File: config.mk
export PLATFORM = sky130hd
export DESIGN_NAME = pc_unit
export DESIGN_NICKNAME = d
export VERILOG_FILES = /design/src/rtl/pc_pkg.sv /design/src/rtl/ras_stack.sv /design/src/rtl/pc_unit.sv
export SDC_FILE = /design/constraint.sdc
export NUM_CORES = 1
export LEC_CHECK = 0
export CAP_MARGIN = 30
export CORE_AREA = 2 2 137 139
export DETAILED_ROUTE_END_ITERATION = 10
export DIE_AREA = 0 0 139 141
export GPL_TIMING_DRIVEN = 0
export PLACE_DENSITY = 0.84
export SLEW_MARGIN = 30
export SYNTH_ARGS = -nofsm -noshare
export SYNTH_HDL_FRONTEND = slang
export SYNTH_SLANG_ARGS = --single-unit
export TNS_END_PERCENT = 10
File: constraint.sdc
create_clock -name clk -period 6.25 [get_ports clk]
set_input_delay 0.9375 -clock clk [delete_from_list [all_inputs] [get_ports clk]]
set_output_delay 0.9375 -clock clk [all_outputs]
set_load 0.005 [all_outputs]
File: src/rtl/pc_pkg.sv
// Shared definitions for the IF-stage program-counter unit.
package pc_pkg;

    localparam int unsigned DEF_WORD = 32;
    localparam logic [DEF_WORD-1:0] DEF_RESET_VEC = 32'h0000_0000;
    localparam logic [DEF_WORD-1:0] DEF_EXC_VEC   = 32'h8000_0180;

    typedef enum logic [2:0] {
        SEL_SEQ = 3'd0,
        SEL_BR  = 3'd1,
        SEL_J   = 3'd2,
        SEL_JR  = 3'd3,
        SEL_EXC = 3'd4
    } pc_sel_e;

endpackage

File: src/rtl/ras_stack.sv
// Circular return-address stack; pushing when full overwrites the oldest entry.
module ras_stack #(
    parameter int unsigned WORD      = 32,
    parameter int unsigned RAS_DEPTH = 4
) (
    input  logic            clk,
    input  logic            rst,
    input  logic            push,
    input  logic            pop,
    input  logic [WORD-1:0] wdata,
    output logic [WORD-1:0] top,
    output logic            empty,
    output logic            full
);

    localparam int unsigned PW = (RAS_DEPTH > 1) ? $clog2(RAS_DEPTH) : 1;
    localparam int unsigned CW = $clog2(RAS_DEPTH + 1);

    logic [WORD-1:0] mem [RAS_DEPTH];
    logic [PW-1:0]   ptr, ptr_nxt, wr_idx;
    logic [CW-1:0]   cnt, cnt_nxt;
    logic            wr_en;

    assign empty = (cnt == '0);
    assign full  = (cnt == CW'(RAS_DEPTH));
    assign top   = empty ? '0 : mem[ptr];

    // Push+pop on a non-empty stack replaces the top in place.
    always_comb begin
        ptr_nxt = ptr;
        cnt_nxt = cnt;
        wr_en   = 1'b0;
        wr_idx  = ptr;
        if (push && pop && !empty) begin
            wr_en = 1'b1;
        end else if (push) begin
            ptr_nxt = ptr + PW'(1);
            wr_idx  = ptr + PW'(1);
            wr_en   = 1'b1;
            if (!full) begin
                cnt_nxt = cnt + CW'(1);
            end
        end else if (pop && !empty) begin
            ptr_nxt = ptr - PW'(1);
            cnt_nxt = cnt - CW'(1);
        end
    end

    always_ff @(posedge clk or posedge rst) begin
        if (rst) begin
            ptr <= '0;
            cnt <= '0;
        end else begin
            ptr <= ptr_nxt;
            cnt <= cnt_nxt;
        end
    end

    // Entries beyond count are don't-care, so storage carries no reset.
    always_ff @(posedge clk) begin
        if (wr_en) begin
            mem[wr_idx] <= wdata;
        end
    end

endmodule

File: src/rtl/pc_unit.sv
// IF-stage program counter: prioritised next-PC select, EPC capture and RAS.
module pc_unit
    import pc_pkg::*;
#(
    parameter int unsigned     WORD      = 32,
    parameter logic [WORD-1:0] RESET_VEC = DEF_RESET_VEC,
    parameter logic [WORD-1:0] EXC_VEC   = DEF_EXC_VEC,
    parameter int unsigned     INC       = 4,
    parameter int unsigned     RAS_DEPTH = 4
) (
    input  logic            clk,
    input  logic            rst,
    input  logic            pc_write,
    input  logic            branch_taken,
    input  logic [WORD-1:0] branch_target,
    input  logic            jump,
    input  logic [WORD-1:0] jump_target,
    input  logic            jr,
    input  logic [WORD-1:0] jr_target,
    input  logic            exception,
    input  logic [WORD-1:0] exc_pc,
    input  logic            ras_push,
    input  logic [WORD-1:0] ret_addr,
    input  logic            ras_pop,
    output logic [WORD-1:0] curr,
    output logic [WORD-1:0] epc,
    output logic [WORD-1:0] ras_top,
    output logic            ras_empty,
    output logic            ras_full
);

    pc_sel_e         sel;
    logic [WORD-1:0] next_pc;
    logic            ras_push_g;
    logic            ras_pop_g;

    always_comb begin
        sel = SEL_SEQ;
        if (exception) begin
            sel = SEL_EXC;
        end else if (jr) begin
            sel = SEL_JR;
        end else if (jump) begin
            sel = SEL_J;
        end else if (branch_taken) begin
            sel = SEL_BR;
        end
    end

    always_comb begin
        next_pc = curr + WORD'(INC);
        case (sel)
            SEL_EXC: next_pc = EXC_VEC;
            SEL_JR:  next_pc = jr_target;
            SEL_J:   next_pc = jump_target;
            SEL_BR:  next_pc = branch_target;
            default: next_pc = curr + WORD'(INC);
        endcase
    end

    // Exceptions redirect even through a stall.
    always_ff @(posedge clk or posedge rst) begin
        if (rst) begin
            curr <= RESET_VEC;
            epc  <= '0;
        end else if (exception) begin
            curr <= next_pc;
            epc  <= exc_pc;
        end else if (pc_write) begin
            curr <= next_pc;
        end
    end

    assign ras_push_g = ras_push && pc_write && !exception;
    assign ras_pop_g  = ras_pop  && pc_write && !exception;

    ras_stack #(
        .WORD      (WORD),
        .RAS_DEPTH (RAS_DEPTH)
    ) u_ras (
        .clk   (clk),
        .rst   (rst),
        .push  (ras_push_g),
        .pop   (ras_pop_g),
        .wdata (ret_addr),
        .top   (ras_top),
        .empty (ras_empty),
        .full  (ras_full)
    );

endmodule

==> images/density.png <==
Scale: 3 px per um. 14 x 14 tiles, from dark blue (low) to red (high), 0 to 100% covered.
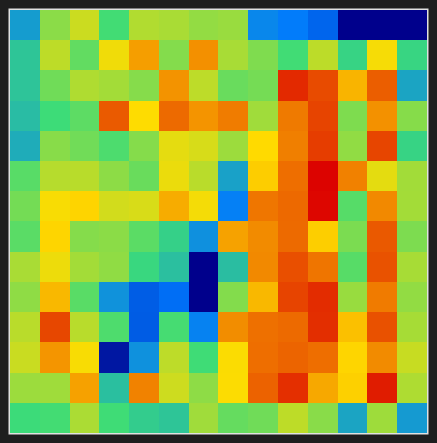
nearly empty tiles = 2.6%
tiles over 75% full = 32%
mean over tiles = 64%
fullest tile = 100%

==> images/drive_strength.png <==
Scale: 3 px per um.
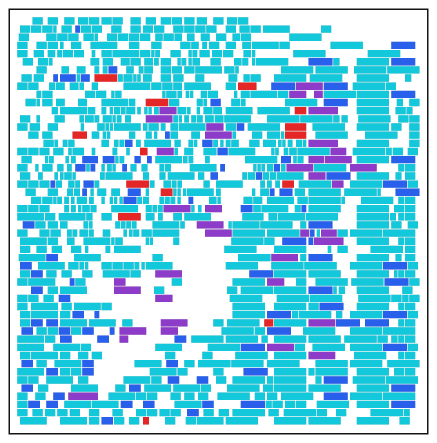
drive 3 to 4 -> red  # cells 14, share 1.5%, most used nor2_4
drive 2 -> blue  # cells 102, share 11%, most used mux2_2
drive 6 and up -> purple  # cells 38, share 4.0%, most used clkbuf_16
drive 1 or less -> cyan  # cells 794, share 84%, most used clkdlybuf4s50_1

==> flow_metrics.tcl <==
# implementation run metrics
set metrics [dict create \
    outcome "finished, final reports clean" \
    core_area_sq_mm 0.0183 \
    place_congestion 0.950 \
    p_seq_share_pct 39.3 \
    cp_data_required_time_ns 6.39 \
    p_sw_mw 1.20 \
    ir_worst_vdd_v 0.000304 \
    m1WireLength_mm 10.3 \
    p_sw_share_pct 29.6 \
    rsz0062_at_grt "false" \
    grt-ovfl-total 0 \
    relSlewSlack_pct 43.5 \
    synth.avg_cell_area_sq_um 14.0 \
    finalNonFillerCells 1183 \
    crit_fanout 19 \
    dp_cells 1150 \
    nets 1108 \
    cts_resized 0 \
    fp-row-count 50 \
    antenna_left 0 \
    whs_ns 0.511 \
    cts_sinks 197 \
    htree_levels 4 \
    p_leak_nw 4.57 \
    die_w_um 139 \
    root_buffer "clkbuf_16" \
    vias 6968 \
    floorplan.core_util_pct 49.4 \
    fin_setup_tns_ns 0 \
    syn-num-nets 816 \
    wirelength_mm 26.4 \
    final.period_utilization_pct 62.7 \
    drc 0 \
    synthCells 643 \
    die_h_um 141 \
    ys_cells 643 \
    rr_startpoint "u_ras.ptr[0]$_DFFE_PP0P_" \
    ys_seq_share_pct 61.7 \
    wl_per_cell_um 22.3 \
    met1_usage_pct 34.6 \
    topRoutingLayerUsed "met5" \
    syn_area_sq_mm 0.00902 \
    pin_count 267 \
    warning_count 27 \
    ys.flops 197 \
    synthArstFlopShare_pct 35.0 \
    cp-start-kind "primary input" \
    wl_met3_mm 2.35 \
    cts_tree "yes" \
    routed-wl-met2_mm 12.9 \
    utilization_pct 70.2 \
    drive_gt1_share_pct 16.2 \
    crit_path_cell_trace "clkdlybuf4s50_1 > nor2b_1 > nand2_1 > ha_1 > a21oi_1 > nor2b_1 > a31oi_1 > nor2_4 > buf_16" \
    clkTransAtPathRegs_ns 0.09 \
    ys_warn_count 0 \
    power_mw 4.04 \
    cap_violations 0 \
    critPathTopFamily "simple AND/OR/NAND/NOR gates" \
    drt_first_iter_violations 613 \
    postLayoutSetupSlackWorst_ns 2.33 \
    dpl-instance-area_sq_mm 0.0122 \
    dp_hpwl_mm 19.7 \
    grt.met3_usage_pct 6.83 \
    slowest_delay_ns 0.61 \
    flop_cell "edfxtp_1" \
    min-delay-start "epc[27]$_DFFE_PP0P_" \
    die_area_sq_mm 0.0196 \
    combPwrFrac_pct 32.7 \
    clock_path_buffers 2 \
    vias_per_cell 5.89 \
    worst_pin_slew_ns 0.844 \
    crit_type "in -> reg" \
    insertion_delay_ns 0.44 \
    finClkSkew_ns 0.0136 \
    final_area_sq_mm 0.0128 \
    antenna_found_initial 2 \
    holdPathStages 1 \
    post-place-ws_ns 1.97 \
    intPower_mw 2.85 \
    area_growth_pct 42.0 \
    end_kind "flop" \
    yosys.stat.chipArea_sq_mm 0.00902 \
    slowest_stage "clkdlybuf4s50_1" \
    grt_pass1_vias 6816 \
    numCtsBuffers 17 \
    reg2regPathDepth 8 \
    cp.buffers_inverters 2 \
    max_freq_ghz 0.255 \
    post_cts_buffers 0 \
    dr.pass1.iters 6 \
    arrival_ns 4.06 \
    cts_hold_buffers 0 \
    r2r_setup_slack_ns 3.34 \
    setup_violations 0 \
    period_minus_slack_ns 3.92 \
    p_clk_share_pct 28.0 \
    critPathMostFrequentCell "nor2b_1" \
    grtUsageMet2_pct 44.3 \
    holdPathEnd "epc[27]$_DFFE_PP0P_" \
    hold_viol_final 0 \
    grt_max_degree 44 \
    grt.total_usage_pct 26.8 \
    maxSlewViolCount 0 \
    hp-class "reg -> reg" \
    grt_pass1_wl_mm 39.8 \
    portBuffers 266 \
    edf_count 128 \
    timing.rr.end "u_ras.mem[0][5]$_DFFE_PP_" \
    power_density_mw_per_mm2 315 \
    busiest_layer "met2" \
    yosysUniqueCellTypes 69 \
]
[registers in the layout, indices dropped and copies added (netlist names)]
signal,flops
curr,32
u_ras.mem,128
epc,32
u_ras.cnt,3
u_ras.ptr,2
[worst max-delay path by stage]
stage | start | to | slack, ns | cells after the start
2_1_floorplan | pc_write | u_ras.mem[3][0]$_DFFE_PP_ | 2.29 | 6
3_3_place_gp | pc_write | u_ras.mem[3][9]$_DFFE_PP_ | 0.34 | 7
3_5_place_dp | pc_write | u_ras.mem[0][7]$_DFFE_PP_ | 1.97 | 9
4_1_cts | u_ras.cnt[0]$_DFFE_PP0P_ | ras_top[5] | 2.39 | 4
5_1_grt | pc_write | u_ras.mem[0][5]$_DFFE_PP_ | 2.24 | 9
6_report | pc_write | u_ras.mem[0][5]$_DFFE_PP_ | 2.33 | 9
[logic make-up (layout without fill, tap and decap cells)]
kind of cell	Yosys count	in the layout	synth area share, %
simple gates	180	180	11.7
buf+inv	46	351	2.19
flops	197	197	61.7
other cells	0	1	0
compound gates	144	144	10.9
xor+xnor	5	5	0.485
fa+ha+maj	4	4	0.638
mux	67	67	12.3
[cells in the final DEF (no fill, tap or decap), types with 4 or more instances in the layout]
master and instances:
nand2_1 44, a31oi_1 6, a222oi_1 4, nor3_1 7
a22oi_1 12, clkinv_8 4, a211oi_1 5, buf_16 4
inv_12 5, clkdlybuf4s50_1 266, nand4_1 10, a221oi_1 7
a21oi_1 38, dfrtp_1 69, clkbuf_16 17, edfxtp_1 128
buf_2 17, mux4_2 32, and3_1 4, clkbuf_1 14
o21ai_0 21, nor2_1 27, o311ai_0 7, nor2b_1 36
a2bb2oi_1 9, inv_1 10, and2_1 5, nand3_1 14
mux2_2 33, o22ai_1 7
[synthesized netlist by cell type (11+ instances only)]
cell,instances,share of area [%]
a21oi_1,38,2.1
a22oi_1,12,1.0
buf_2,17,0.94
clkbuf_1,14,0.58
dfrtp_1,69,19
edfxtp_1,128,43
inv_1,11,0.46
mux2_2,33,4.1
mux4_2,32,8.0
nand2_1,44,1.8
nand3_1,14,0.78
nor2_1,29,1.2
nor2b_1,36,2.5
o21ai_0,21,1.2
[power groups by stage]
stage / Sequential [mW] / Combinational (mW) / Clock [mW]
after floorplan: 1.60 / 0.635 / 0
after global placement: 1.61 / 1.26 / 0
after detailed placement: 1.61 / 1.33 / 0
after CTS: 1.59 / 1.34 / 1.15
after global routing: 1.60 / 1.42 / 1.19
final: 1.59 / 1.32 / 1.13
[layout make-up]
type	instances	area, sq um
Inverter	12	47.5
Clock inverter	15	204
Antenna cell	1	2.50
Multi-Input combinational cell	400	3300
Buffer	34	153
Tap cell	234	293
Sequential cell	197	5570
Fill cell	1270	5450
Clock buffer	17	425
Timing Repair Buffer	273	2820
[worst register-to-register path, stage by stage (launching register included)]
cell and delay [ns]:
dfrtp_1 0.40, clkbuf_1 0.41, inv_1 0.18, ha_1 0.38
a21oi_1 0.17, nor2b_1 0.17, a31oi_1 0.09, nor2_4 0.56
buf_16 0.23
